**src/rtl/arp_tx_if.sv**
```systemverilog
// rtl/arp_tx_if.sv - start/capture inputs and GMII frame outputs of the ARP frame generator
interface arp_tx_if;
  logic        arp_tx_en;
  logic        arp_tx_type;
  logic [47:0] des_mac;
  logic [31:0] des_ip;
  logic        arp_tx_busy;
  logic        arp_tx_done;
  logic        gmii_tx_en;
  logic [7:0]  gmii_txd;

  modport master (
    output arp_tx_en, arp_tx_type, des_mac, des_ip,
    input  arp_tx_busy, arp_tx_done, gmii_tx_en, gmii_txd
  );

  modport slave (
    input  arp_tx_en, arp_tx_type, des_mac, des_ip,
    output arp_tx_busy, arp_tx_done, gmii_tx_en, gmii_txd
  );
endinterface

```
**src/rtl/arp_tx.sv**
```systemverilog
// rtl/arp_tx.sv - ARP request/reply Ethernet II frame generator on 8-bit GMII with internal FCS
// Optional ARP_TX_BCAST_REQ_EN: requests go to broadcast dest MAC with zero target MAC.
module arp_tx #(
  parameter logic [47:0] BOARD_MAC = 48'h00_11_22_33_44_55,
  parameter logic [31:0] BOARD_IP  = {8'd192, 8'd168, 8'd1, 8'd10}
) (
  input logic   clk,
  input logic   rst_n,
  arp_tx_if.slave bus
);

  typedef enum logic [2:0] {
    S_IDLE, S_PREAMBLE, S_ETH_HEAD, S_ARP_BODY, S_PAD, S_FCS, S_DONE
  } state_t;

  state_t      state_q, state_d;
  logic [4:0]  cnt_q, cnt_d;
  logic        type_q, type_d;
  logic [47:0] mac_q, mac_d;
  logic [31:0] ip_q, ip_d;
  logic [31:0] crc_q, crc_d;
  logic        tx_en_q, tx_en_d;
  logic [7:0]  txd_q, txd_d;
  logic        busy_q, busy_d;
  logic        done_q, done_d;

  logic [47:0]  dst_mac, tgt_mac;
  logic [7:0]   opcode;
  logic [7:0]   shift;
  logic [111:0] hdr, hdr_sh;
  logic [223:0] body, body_sh;
  logic [31:0]  fcs_sh;

  function automatic logic [31:0] crc_byte(input logic [31:0] crc, input logic [7:0] data);
    logic [31:0] c;
    c = crc ^ {24'h0, data};
    for (int i = 0; i < 8; i++) begin
      c = c[0] ? ((c >> 1) ^ 32'hEDB8_8320) : (c >> 1);
    end
    return c;
  endfunction

  always_comb begin
`ifdef ARP_TX_BCAST_REQ_EN
    dst_mac = type_q ? mac_q : 48'hFFFF_FFFF_FFFF;
    tgt_mac = type_q ? mac_q : 48'h0;
`else
    dst_mac = mac_q;
    tgt_mac = mac_q;
`endif
    opcode = type_q ? 8'h02 : 8'h01;
    hdr    = {dst_mac, BOARD_MAC, 16'h0806};
    body   = {16'h0001, 16'h0800, 8'h06, 8'h04, 8'h00, opcode,
              BOARD_MAC, BOARD_IP, tgt_mac, ip_q};
  end

  always_comb begin
    state_d = state_q;
    cnt_d   = cnt_q + 5'd1;
    type_d  = type_q;
    mac_d   = mac_q;
    ip_d    = ip_q;
    case (state_q)
      S_IDLE: begin
        cnt_d = 5'd0;
        if (bus.arp_tx_en) begin
          state_d = S_PREAMBLE;
          type_d  = bus.arp_tx_type;
          mac_d   = bus.des_mac;
          ip_d    = bus.des_ip;
        end
      end
      S_PREAMBLE: if (cnt_q == 5'd7)  begin state_d = S_ETH_HEAD; cnt_d = 5'd0; end
      S_ETH_HEAD: if (cnt_q == 5'd13) begin state_d = S_ARP_BODY; cnt_d = 5'd0; end
      S_ARP_BODY: if (cnt_q == 5'd27) begin state_d = S_PAD;      cnt_d = 5'd0; end
      S_PAD:      if (cnt_q == 5'd17) begin state_d = S_FCS;      cnt_d = 5'd0; end
      S_FCS:      if (cnt_q == 5'd3)  begin state_d = S_DONE;     cnt_d = 5'd0; end
      S_DONE:     begin state_d = S_IDLE; cnt_d = 5'd0; end
      default:    begin state_d = S_IDLE; cnt_d = 5'd0; end
    endcase

    // Output registers carry the byte belonging to the next state/count.
    shift   = {cnt_d, 3'b000};
    hdr_sh  = hdr << shift;
    body_sh = body << shift;
    fcs_sh  = ~(crc_q >> shift);
    crc_d   = crc_q;
    tx_en_d = 1'b0;
    txd_d   = 8'h00;
    busy_d  = (state_d != S_IDLE);
    done_d  = (state_d == S_DONE);
    case (state_d)
      S_IDLE: crc_d = 32'hFFFF_FFFF;
      S_PREAMBLE: begin
        tx_en_d = 1'b1;
        txd_d   = (cnt_d == 5'd7) ? 8'hD5 : 8'h55;
      end
      S_ETH_HEAD: begin
        tx_en_d = 1'b1;
        txd_d   = hdr_sh[111:104];
        crc_d   = crc_byte(crc_q, txd_d);
      end
      S_ARP_BODY: begin
        tx_en_d = 1'b1;
        txd_d   = body_sh[223:216];
        crc_d   = crc_byte(crc_q, txd_d);
      end
      S_PAD: begin
        tx_en_d = 1'b1;
        crc_d   = crc_byte(crc_q, 8'h00);
      end
      S_FCS: begin
        tx_en_d = 1'b1;
        txd_d   = fcs_sh[7:0];
      end
      default: ;
    endcase
  end

  always_ff @(posedge clk) begin
    if (!rst_n) begin
      state_q <= S_IDLE;
      cnt_q   <= 5'd0;
      type_q  <= 1'b0;
      mac_q   <= 48'h0;
      ip_q    <= 32'h0;
      crc_q   <= 32'hFFFF_FFFF;
      tx_en_q <= 1'b0;
      txd_q   <= 8'h00;
      busy_q  <= 1'b0;
      done_q  <= 1'b0;
    end else begin
      state_q <= state_d;
      cnt_q   <= cnt_d;
      type_q  <= type_d;
      mac_q   <= mac_d;
      ip_q    <= ip_d;
      crc_q   <= crc_d;
      tx_en_q <= tx_en_d;
      txd_q   <= txd_d;
      busy_q  <= busy_d;
      done_q  <= done_d;
    end
  end

  assign bus.arp_tx_busy = busy_q;
  assign bus.arp_tx_done = done_q;
  assign bus.gmii_tx_en  = tx_en_q;
  assign bus.gmii_txd    = txd_q;

endmodule

```
**src/flat_wrapper.sv**
```systemverilog
// flat-port wrapper written by rule: the top's interface ports become plain ports
module arp_tx_flat 
#(
  parameter logic [47:0] BOARD_MAC = 48'h00_11_22_33_44_55,
  parameter logic [31:0] BOARD_IP  = {8'd192, 8'd168, 8'd1, 8'd10}
)
  (clk, rst_n, bus_arp_tx_en, bus_arp_tx_type, bus_des_mac, bus_des_ip, bus_arp_tx_busy, bus_arp_tx_done, bus_gmii_tx_en, bus_gmii_txd);
  arp_tx_if bus_i ();
  input logic clk;
  input logic rst_n;
  input wire logic [$bits(bus_i.arp_tx_en)-1:0] bus_arp_tx_en;
  input wire logic [$bits(bus_i.arp_tx_type)-1:0] bus_arp_tx_type;
  input wire logic [$bits(bus_i.des_mac)-1:0] bus_des_mac;
  input wire logic [$bits(bus_i.des_ip)-1:0] bus_des_ip;
  output wire logic [$bits(bus_i.arp_tx_busy)-1:0] bus_arp_tx_busy;
  output wire logic [$bits(bus_i.arp_tx_done)-1:0] bus_arp_tx_done;
  output wire logic [$bits(bus_i.gmii_tx_en)-1:0] bus_gmii_tx_en;
  output wire logic [$bits(bus_i.gmii_txd)-1:0] bus_gmii_txd;
  assign bus_i.arp_tx_en = bus_arp_tx_en;
  assign bus_i.arp_tx_type = bus_arp_tx_type;
  assign bus_i.des_mac = bus_des_mac;
  assign bus_i.des_ip = bus_des_ip;
  assign bus_arp_tx_busy = bus_i.arp_tx_busy;
  assign bus_arp_tx_done = bus_i.arp_tx_done;
  assign bus_gmii_tx_en = bus_i.gmii_tx_en;
  assign bus_gmii_txd = bus_i.gmii_txd;
  arp_tx #(.BOARD_MAC(BOARD_MAC), .BOARD_IP(BOARD_IP)) u_core (.clk(clk), .rst_n(rst_n), .bus(bus_i));
endmodule
```
**config.mk**
```make
export PLATFORM = sky130hd
export DESIGN_NAME = arp_tx_flat
export DESIGN_NICKNAME = d
export VERILOG_FILES = /design/src/rtl/arp_tx_if.sv /design/src/rtl/arp_tx.sv /design/src/flat_wrapper.sv
export SDC_FILE = /design/constraint.sdc
export NUM_CORES = 1
export LEC_CHECK = 0
export CAP_MARGIN = 20
export CORE_MARGIN = 4
export CORE_UTILIZATION = 25
export DETAILED_ROUTE_END_ITERATION = 10
export PLACE_DENSITY = 0.48
export SYNTH_ARGS = -nofsm -noshare
export SYNTH_HDL_FRONTEND = slang
export SYNTH_SLANG_ARGS = --single-unit
```
**constraint.sdc**
```tcl
create_clock -name clk -period 10.05 [get_ports clk]
set_input_delay 2.01 -clock clk [delete_from_list [all_inputs] [get_ports clk]]
set_output_delay 2.01 -clock clk [all_outputs]
set_load 0.005 [all_outputs]
```
Fig. 1: run 1, selected gate families
(2 px per um)
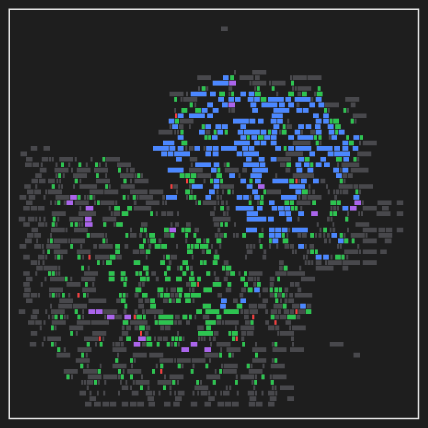
color	family	cells
blue	XOR/XNOR gates	182
purple	multiplexers	21
green	inverting AOI/OAI gates	320
red	inverters	15

Fig. 2: run 1, congestion heat map
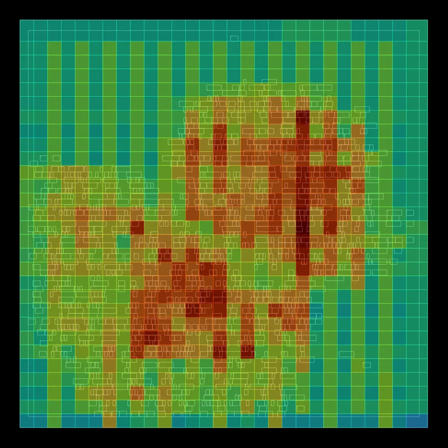
GRT Overall Usage: 17.84%
Top Usage Layer GRT: met2
global routing met3 resource utilization: 3.364%

Fig. 3: run 1, zoomed window
Region (82, 123) to (122, 163) um. Cells in gray, sequential cells in the stronger gray; small squares are vias.
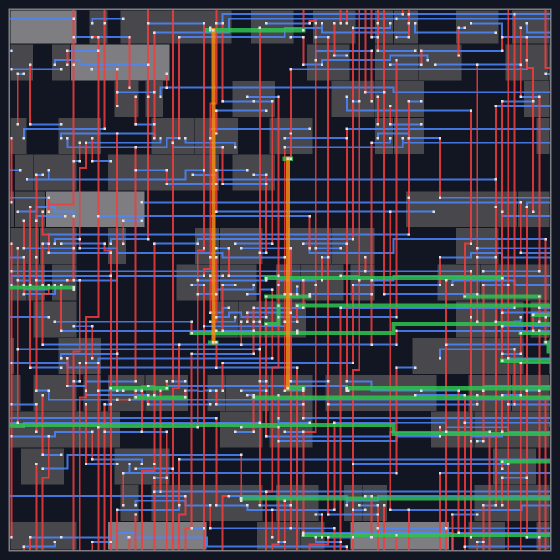
color	layer
blue	met1
red	met2
orange	met4
green	met3
netlist names of flops here include	`u_core.crc_q` (5)
most frequent	xnor2_1 (26), xor2_1 (13), xnor3_1 (11)
sequential cells in the window	5
cells with their middle in the window	93

==> Slide: Implementation Results, run 1 <==
Flow Results at a Glance

Status
  – Run status: complete, no violations

Final layout
  – Non-clock inverter instance count of the final layout: 15
  – Sequential cell area share: 22.90%
  – Final antenna diode count: 0
  – Non-filler cells, final: ~1,800
  – Most common library cell in the layout ignoring fill and taps: nand2_1
  – Flip-flop count of the largest register, all copies and words added: 48
  – Share of the final layout cell area in multi-input gates: 56.41%
  – Sequential standard cell area: 2643 um2
  – Share of final-layout standard cells stronger than drive strength 1: 8.041%
  – Non-clk buf share: 9.977%

Synth
  – Synthesized instance count: 1,228
  – Mean area per synthesized cell: 7.808 um2
  – Total standard cell area after synthesis: 9588 um2
  – # Cells Yosys: approximately 1,200
  – Xor and xnor area share after synthesis: around a fifth
  – FF+latch count, synth: 132
  – Tally of unique sky130hd cells used after synthesis: 86

Routing
  – Total number of vias: 9,551
  – Final routed DRC violation total: 0
  – WL per Instance: 21.03 um

Critical path
  – Cell-by-cell listing of the critical path: ha_1, and4b_1, nor3_2, o31ai_4, buf_4, o32a_1, a21oi_1, o32a_1, xnor3_1, xnor2_1, xnor2_1, a221oi_1, o21ai_0
  – R2r setup slk: 4.55 ns
  – R2r endpoint: u_core.crc_q[5]$_SDFFE_PN1P_
  – Delay-heaviest family, CP: AND-OR/OR-AND gates
  – Element type at the critical path end: register
  – Critical path buffers and inverters: 1

Flow run
  – OpenROAD warning count: 27
  – Number of max-capacitance violations reported: 0

Pwr
  – Logic pwr share: between 20% and 30%
  – Combinational power: between 0.0003 and 0.0004 W
  – Standby leakage power: 4.165 nW
  – Total net switching power: 0.0004473 W
  – Flop pwr share: between 30% and 40%
  – Power density normalized to cell area: 128.0 nW/um2
  – Clk pwr share: about two fifths

Worst hold path
  – Min-Delay Path Depth: 2

Global routing
  – Largest net degree at the start of global routing: 97
  – Wire length of the first global-routing pass: 57,400 um

Placement
  – Placed instance count: ~1,800

Clocking
  – Maximum root-to-sink buffer count: 2
  – Setup fix buffers added after clock tree synthesis: 0
  – Clock Tree Root: clkbuf_16

Final timing
  – Rel. slew slack: between 20% and 30%
  – Slew @ Worst Pin: 1.181 ns
  – Max Transition Viols Final: 0
  – Post-route clock skew: roughly 0.017 ns
  – Final total negative setup slack: 0 ns

Die
  – Floorplan die height: 203.8 um
  – Number of top-level design ports: 95
## run 1: metrics by stage
stage	setup slack, ns	util [%]	instance area [um2]	total power, W	hold slack [ns]
detailed placement	4.378	29.13	11000	0.0008919	0.4468
CTS	4.696	30.56	11540	0.001488	0.4550
global placement	4.323	29.13	11000	0.0008909	0.4419
finish	4.552	30.56	11540	0.001477	0.4545
global route	4.374	30.56	11540	0.001541	0.4694
floorplan	5.969	-	9588	0.0007803	0.4316
## run 1: layer usage
layer,global-route usage (%),vias to the layer above
met1,25.87,4576
met3,3.364,73
met2,26.07,484
met4,7.010,0
li1,-,4418
met5,0,-
## run 1: tightest hold or removal path, cell delays in order, from the launching register on
cell and delay, ns:
dfxtp_1 0.31, nand2_1 0.05, a21oi_1 0.05
Fig. 4: run 1, metal 2
(1.5 px per um)
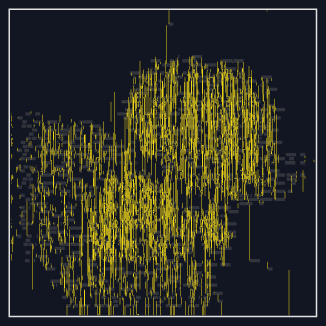

==> run 1 -> run 2 <==
==> constraint.sdc (replaced) <==
create_clock -name clk -period 5.3 [get_ports clk]
set_input_delay 1.06 -clock clk [delete_from_list [all_inputs] [get_ports clk]]
set_output_delay 1.06 -clock clk [all_outputs]
set_load 0.005 [all_outputs]
Fig. 5: run 2, metal 2
(1.5 px per um)
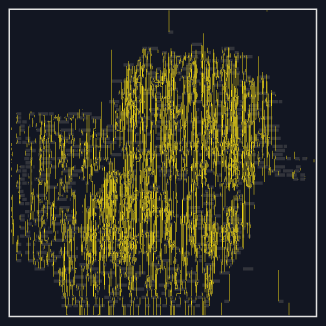
main direction	vertical
share of all routed wire	43%

Fig. 6: run 2, zoomed window
Region (82, 123) to (122, 163) um. Cells in gray, sequential cells in the stronger gray; small squares are vias.
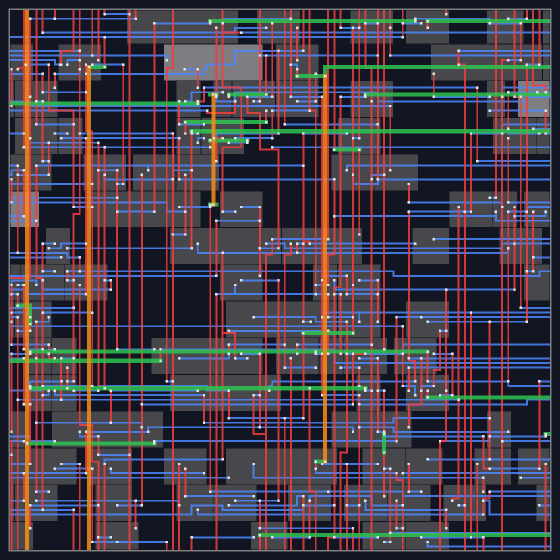
color	layer
red	met2
blue	met1
orange	met4
green	met3
netlist names of flops here include	`u_core.crc_q` (1)
sequential cells in the window	1
most frequent	xnor2_1 (28), xor2_1 (13), xnor3_1 (10)
cells with their middle in the window	82

==> run 2 against run 1 <==
Sequential cell count is the same. Worst setup slack lost 4.0 ns. Die size is the same. Clock power grew 110%. Hold slack is essentially flat. Area after synthesis is the same. Critical path depth shrank 2. Largest cell class unchanged. Largest power group unchanged. Highest routed layer unchanged.
==> Slide: Implementation Results, run 2 <==
Flow Results at a Glance

Critical path
  – R2r setup slk: 0.56 ns
  – Worst EP required: 5.64 ns
  – R2r endpoint: u_core.crc_q[23]$_SDFFE_PN1P_

Routing
  – WL per Instance: 21.14 um
  – Total number of vias: 9,758

Placement
  – Cell Area, Placed: about 11,000 um2
  – Placed instance count: 1,814
  – Worst slack at placement: 0.6593 ns

Clocking
  – Setup fix buffers added after clock tree synthesis: 0
  – Clock Tree Root: clkbuf_16
  – Count of hold buffers inserted by post-cts repair: 0
  – Maximum root-to-sink buffer count: 2

Final layout
  – Non-clk buf share: 13.06%
  – Flip-flop count of the largest register, all copies and words added: 48
  – Non-clock inverter instance count of the final layout: 15
  – Share of the final layout cell area in multi-input gates: 54.06%
  – Util after Layout: 31.82%
  – Final antenna diode count: 0
  – Most common library cell in the layout ignoring fill and taps: nand2_1
  – Non-filler cells, final: 1,847

Synth
  – Mean area per synthesized cell: 7.808 um2
  – Xor and xnor area share after synthesis: a little over a fifth
  – Total standard cell area after synthesis: about 9600 um2
  – # Cells Yosys: 1,228
  – FF+latch count, synth: 132
  – Tally of unique sky130hd cells used after synthesis: 86

Pwr
  – Power density normalized to cell area: 249.2 nW/um2
  – Standby leakage power: 4.475 nW
  – Clk pwr share: between 40% and 50%
  – Logic pwr share: 21.9%
  – Flop pwr share: 35.8%

Final timing
  – Slew @ Worst Pin: 0.8995 ns
  – Post-route clock skew: 0.01497 ns
  – Rel. slew slack: around two fifths
  – Final total negative setup slack: 0 ns
  – Max Transition Viols Final: 0
  – Setup slack after layout: 0.5619 ns

Global routing
  – GRT Overall Usage: about 19%
  – Top Usage Layer GRT: met2
  – Wire length of the first global-routing pass: roughly 59,000 um
  – Global routing met3 resource utilization: 3.189%
  – Met2 global-route usage: 28.05%
  – Largest net degree at the start of global routing: 82
  – Met1 track demand over resource in global routing: between 20% and 30%

Status
  – Run status: complete, no violations

Die
  – Floorplan die height: 203.8 um

Flow run
  – OpenROAD warning count: 27
  – Number of max-capacitance violations reported: 0
==> run 2: cell counts after synthesis <==
Identical to the previous run, type by type.
==> run 2: power groups by stage <==
stage               Combinational [W]  Clock [W]  Sequential [W]
CTS                          0.000647    0.00130         0.00107
global placement             0.000643          0         0.00110
floorplan                    0.000402          0         0.00108
global route                 0.000702    0.00134         0.00108
detailed placement           0.000644          0         0.00110
finish                       0.000655    0.00127         0.00107
==> run 2: worst max-delay path, cell delays in order, from the launching register on <==
cell and delay, ns:
dfxtp_1 0.58, or3b_4 0.44, o22a_1 0.41, a31oi_4 0.65, nand2_1 0.27, o211ai_1 0.28, o211ai_2 0.28, xnor2_4 0.24
xor3_2 0.50, xnor3_1 0.43, o221a_1 0.27, a221oi_1 0.29
Power is estimated from default activity; no workload was simulated.
